===== src/rtl/fetch_pkg.sv =====
// rtl/fetch_pkg.sv - shared constants and entry type for the fetch front end
package fetch_pkg;

  localparam int          FETCH_AW         = 32;
  localparam logic [31:0] RESET_PC_DEFAULT = 32'h0100_0000;
  localparam logic [31:0] INST_NOP         = 32'h0000_0013;

  typedef struct packed {
    logic [FETCH_AW-1:0] pc;
    logic [31:0]         inst;
  } fetch_entry_t;

endpackage


===== src/rtl/fetch_fifo.sv =====
// rtl/fetch_fifo.sv - synchronous FIFO of fetch entries; flush beats push/pop
module fetch_fifo
  import fetch_pkg::*;
#(
  parameter int DEPTH = 4
) (
  input  logic                     clock,
  input  logic                     reset,
  input  logic                     push,
  input  fetch_entry_t             push_data,
  input  logic                     pop,
  input  logic                     flush,
  output fetch_entry_t             head,
  output logic [$clog2(DEPTH):0]   count
);

  localparam int        PW      = $clog2(DEPTH);
  localparam logic [PW:0] PTR_ONE = (PW+1)'(1);

  logic [PW:0]  wptr;
  logic [PW:0]  rptr;
  fetch_entry_t mem [DEPTH];
  logic         empty;
  logic         full;
  logic         do_push;
  logic         do_pop;

  // Pointers carry one extra bit so full and empty stay distinguishable.
  assign count   = wptr - rptr;
  assign empty   = (count == '0);
  assign full    = (count == (PW+1)'(DEPTH));
  assign do_push = push && !full;
  assign do_pop  = pop && !empty;
  assign head    = mem[rptr[PW-1:0]];

  always_ff @(posedge clock) begin
    if (reset || flush) begin
      wptr <= '0;
      rptr <= '0;
    end else begin
      if (do_push) wptr <= wptr + PTR_ONE;
      if (do_pop)  rptr <= rptr + PTR_ONE;
    end
  end

  always_ff @(posedge clock) begin
    if (do_push && !flush && !reset) mem[wptr[PW-1:0]] <= push_data;
  end

endmodule


===== src/rtl/fetch_queue.sv =====
// rtl/fetch_queue.sv - PC owner, imem issue and decoupling FIFO ahead of decode
module fetch_queue
  import fetch_pkg::*;
#(
  parameter int          DEPTH    = 4,
  parameter int          AW       = 32,
  parameter logic [AW-1:0] RESET_PC = AW'(RESET_PC_DEFAULT)
) (
  input  logic                     clock,
  input  logic                     reset,
  output logic                     imem_req,
  output logic [AW-1:0]            imem_address,
  input  logic [31:0]              imem_data,
  input  logic                     redirect_valid,
  input  logic [AW-1:0]            redirect_target,
  input  logic                     dec_ready,
  output logic                     dec_valid,
  output logic [31:0]              dec_inst,
  output logic [AW-1:0]            dec_pc,
  output logic [$clog2(DEPTH):0]   occupancy
);

  localparam int CW = $clog2(DEPTH) + 1;

  logic [AW-1:0] pc;
  logic [AW-1:0] inflight_pc;
  logic          inflight;
  logic          squash;
  logic [CW:0]   pending;
  logic          issue;
  logic          push;
  logic          pop;
  fetch_entry_t  push_data;
  fetch_entry_t  head;

  // Pop is ignored in the budget so a full FIFO can never be overrun.
  assign pending  = {1'b0, occupancy} + {{CW{1'b0}}, inflight};
  assign issue    = !reset && !redirect_valid && (pending < (CW+1)'(DEPTH));
  assign imem_req = issue;
  assign imem_address = reset ? RESET_PC : pc;

  assign push           = inflight && !squash && !redirect_valid && !reset;
  assign pop            = dec_valid && dec_ready && !redirect_valid;
  assign push_data.pc   = FETCH_AW'(inflight_pc);
  assign push_data.inst = imem_data;

  assign dec_valid = !reset && (occupancy != '0);
  assign dec_inst  = dec_valid ? head.inst : (reset ? 32'h0 : INST_NOP);
  assign dec_pc    = dec_valid ? AW'(head.pc) : '0;

  fetch_fifo #(.DEPTH(DEPTH)) u_fifo (
    .clock     (clock),
    .reset     (reset),
    .push      (push),
    .push_data (push_data),
    .pop       (pop),
    .flush     (redirect_valid),
    .head      (head),
    .count     (occupancy)
  );

  always_ff @(posedge clock) begin
    if (reset) begin
      pc          <= RESET_PC;
      inflight    <= 1'b0;
      inflight_pc <= '0;
      squash      <= 1'b0;
    end else begin
      if (redirect_valid) begin
        pc       <= redirect_target & ~AW'(3);
        inflight <= 1'b0;
      end else if (issue) begin
        pc          <= pc + AW'(4);
        inflight    <= 1'b1;
        inflight_pc <= pc;
      end else begin
        inflight <= 1'b0;
      end
      // A return retires any pending squash; single-cycle memory never arms it.
      if (inflight) squash <= 1'b0;
    end
  end

endmodule


===== config.mk =====
export PLATFORM = sky130hd
export DESIGN_NAME = fetch_queue
export DESIGN_NICKNAME = d
export VERILOG_FILES = /design/src/rtl/fetch_pkg.sv /design/src/rtl/fetch_fifo.sv /design/src/rtl/fetch_queue.sv
export SDC_FILE = /design/constraint.sdc
export NUM_CORES = 1
export LEC_CHECK = 0
export ABC_AREA = 1
export CORE_ASPECT_RATIO = 1.75
export CORE_MARGIN = 1
export CORE_UTILIZATION = 56
export DETAILED_ROUTE_END_ITERATION = 10
export PLACE_DENSITY = 0.84
export SYNTH_ARGS = -nofsm -noshare
export SYNTH_HDL_FRONTEND = slang
export SYNTH_SLANG_ARGS = --single-unit

===== constraint.sdc =====
create_clock -name clock -period 6.65 [get_ports clock]
set_input_delay 1.33 -clock clock [delete_from_list [all_inputs] [get_ports clock]]
set_output_delay 1.33 -clock clock [all_outputs]
set_load 0.01 [all_outputs]

==> results.json <==
{
  "outcome": "finished, final reports clean",
  "grt_use_met2_pct": 47.7,
  "area_leaders": "edfxtp_1 55%, dfxtp_1 10%, nor2_1 9.5%",
  "netlist.top_cell.by_area": "edfxtp_1",
  "synth.logic.top_family": "simple AND/OR/NAND/NOR gates",
  "cts_buffers": 26,
  "path_class": "reg -> out",
  "vias": 10100,
  "place_ws_ps": 1670,
  "grt.busiest_layer": "met2",
  "postLayoutCoreUtil_pct": 68.7,
  "cp_cell_sequence": "inv_1, ha_1, fa_1, inv_1, nand2_1, nand4_1, nand2_2, buf_12, a21oi_1, clkdlybuf4s50_1",
  "rrSetupSlack_ps": 3420,
  "routedWlPerCell_microns": 17.1,
  "crit_arrival_ps": 3930,
  "met3_usage_pct": 2.70,
  "end_kind": "output pin",
  "post-place-cells": 1775,
  "hold_viol": 0,
  "cap_violations": 0,
  "clk_path_buf_depth": 3,
  "synth_area_per_cell_sq_um": 9.84,
  "max_freq_mhz": 190,
  "finalCritPeriodShare_pct": 79.0,
  "grt_pass1_vias": 9819,
  "num-nets-final": 1575,
  "ctsRootBufferMaster": "clkbuf_16",
  "required_ps": 5320,
  "slowest_stage": "clkdlybuf4s50_1",
  "final_cell_mix": "336 x nor2_1, 248 x edfxtp_1, 195 x nand2_1",
  "wl_met3_microns": 1840,
  "crit_path_frequent_cell": "inv_1",
  "ys_chip_area_sq_um": 13500,
  "grt_use_total_pct": 25.2,
  "fin_setup_tns_ps": 0,
  "ant_nets": 0,
  "postPlaceCellArea_sq_um": 15200,
  "yosysSeqAreaShare_pct": 65.6,
  "start_kind": "flip-flop",
  "min_period_ps": 5260,
  "drt_iter0_markers": 666,
  "setup_violations": 0,
  "synthMuxAreaShare_pct": 0,
  "drc_errors": 0,
  "final-max-slew-violation-count": 0,
  "tritoncts": "done",
  "fin_hold_ws_ps": 494,
  "yosys_warnings": 0,
  "chip_area_sq_um": 24700,
  "design_area_sq_um": 16100,
  "met1_usage_pct": 27.8,
  "routed-wl-met2_microns": 16900,
  "hold_path_end": "u_fifo.mem[2][54]",
  "reg2reg_depth": 9,
  "adder_share_pct": 0.799,
  "netlist_area_sq_um": 13500,
  "initCoreUtil_pct": 57.5,
  "r2r-end": "u_fifo.mem[1][41]",
  "io_pins": 169,
  "lay_top_count": "nor2_1",
  "grt.overflow.total": 0,
  "num_rows": 74,
  "fp.coreArea_sq_um": 23400,
  "hold_start": "inflight_pc[22]",
  "ys_types": 29,
  "cp_max_fo": 41,
  "via_per_inst": 5.54,
  "yosys_cells": 1368
}
-- cell type report --
cell class	instances	area (sq um)	area share [%]
multi-input cells	900	4000	24.8
repair buffers	175	1730	10.7
flip-flops and latches	317	8830	54.9
clock buffers	37	753	4.68
well taps	304	380	2.36
inverters	79	297	1.84
clock inverters	10	108	0.668
-- registers in the layout, summed over array words and instances, names as in the netlist, named ones only --
signal and cells:
inflight_pc 30, u_fifo.mem 248, u_fifo.rptr 3, u_fifo.wptr 3, pc 30, inflight 1
-- critical path, delay by kind of cell, from the launching register on --
kind / cells / cell delay (ps)
buffers and inverters: 4 / 1140
AND/OR/NAND/NOR: 3 / 960
adder cells (fa/ha/maj): 2 / 590
flip-flops: 1 / 380
AND-OR/OR-AND: 1 / 330
-- where the power goes --
| part | internal, mW | switching (mW) |
|---|---|---|
| logic | 0.196 | 0.274 |
| registers | 2.18 | 0.0428 |
| clock network | 0.869 | 0.651 |
-- synthesized netlist by cell type (all sizes together) --
master  count
a211oi      1
a21oi     117
a22oi       1
a32o        3
buf        40
clkbuf     35
conb        1
dfxtp      69
edfxtp    248
fa          1
ha          7
inv        79
nand2     199
nand3      48
nand3b      1
nand4       3
nor2      341
o211a       1
o21ai     169
xor2        4
-- how the worst max path moves through the flow --
stage | start | endpoint
2_1_floorplan | reset | u_fifo.mem[0][0]
3_3_place_gp | redirect_valid | imem_req
3_5_place_dp | redirect_valid | imem_req
4_1_cts | u_fifo.wptr[0] | dec_pc[30]
5_1_grt | u_fifo.wptr[0] | dec_pc[23]
6_report | u_fifo.wptr[0] | dec_pc[23]
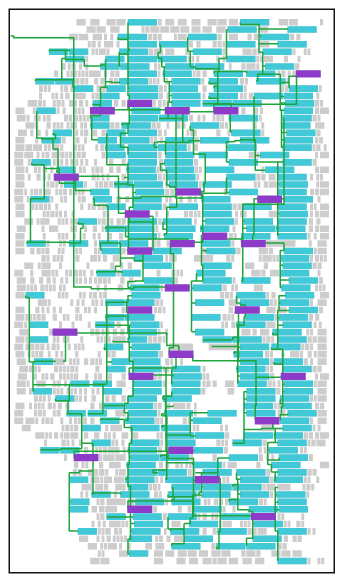
clk_routes.png
[purple] clock drivers | count: 26
[green] clock wires | length: 2960 microns
[cyan] flip-flops | count: 317
routed clock nets: 27
flops lie: all over the die
Late-Pin Clk Latency: 520 ps
Clock Power Share: 36.1%
Clock Power: 1.52 mW
Setup Skew: 17.1 ps

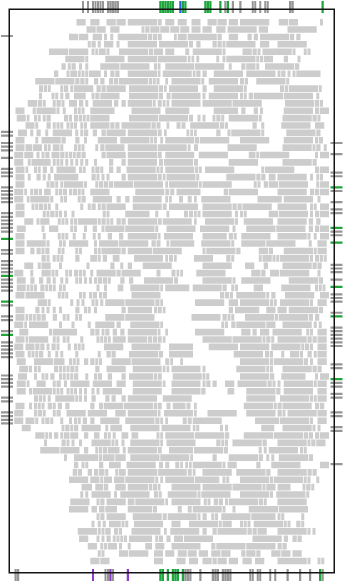
io_placement.png
Pins as bars across the die edge, other pins in gray.
| color | port | pins | direction | edge |
|---|---|---|---|---|
| blue | dec_valid | 1 | output | top |
| green | dec_pc | 32 | output | 14 top, 8 bottom, 6 right, 4 left |
| purple | occupancy | 3 | output | bottom |
all pins by edge: 54 left, 41 right, 37 bottom, 37 top
die width: 119 microns
Port Buffer Count: 162

Power and IR drop assume default switching activity.
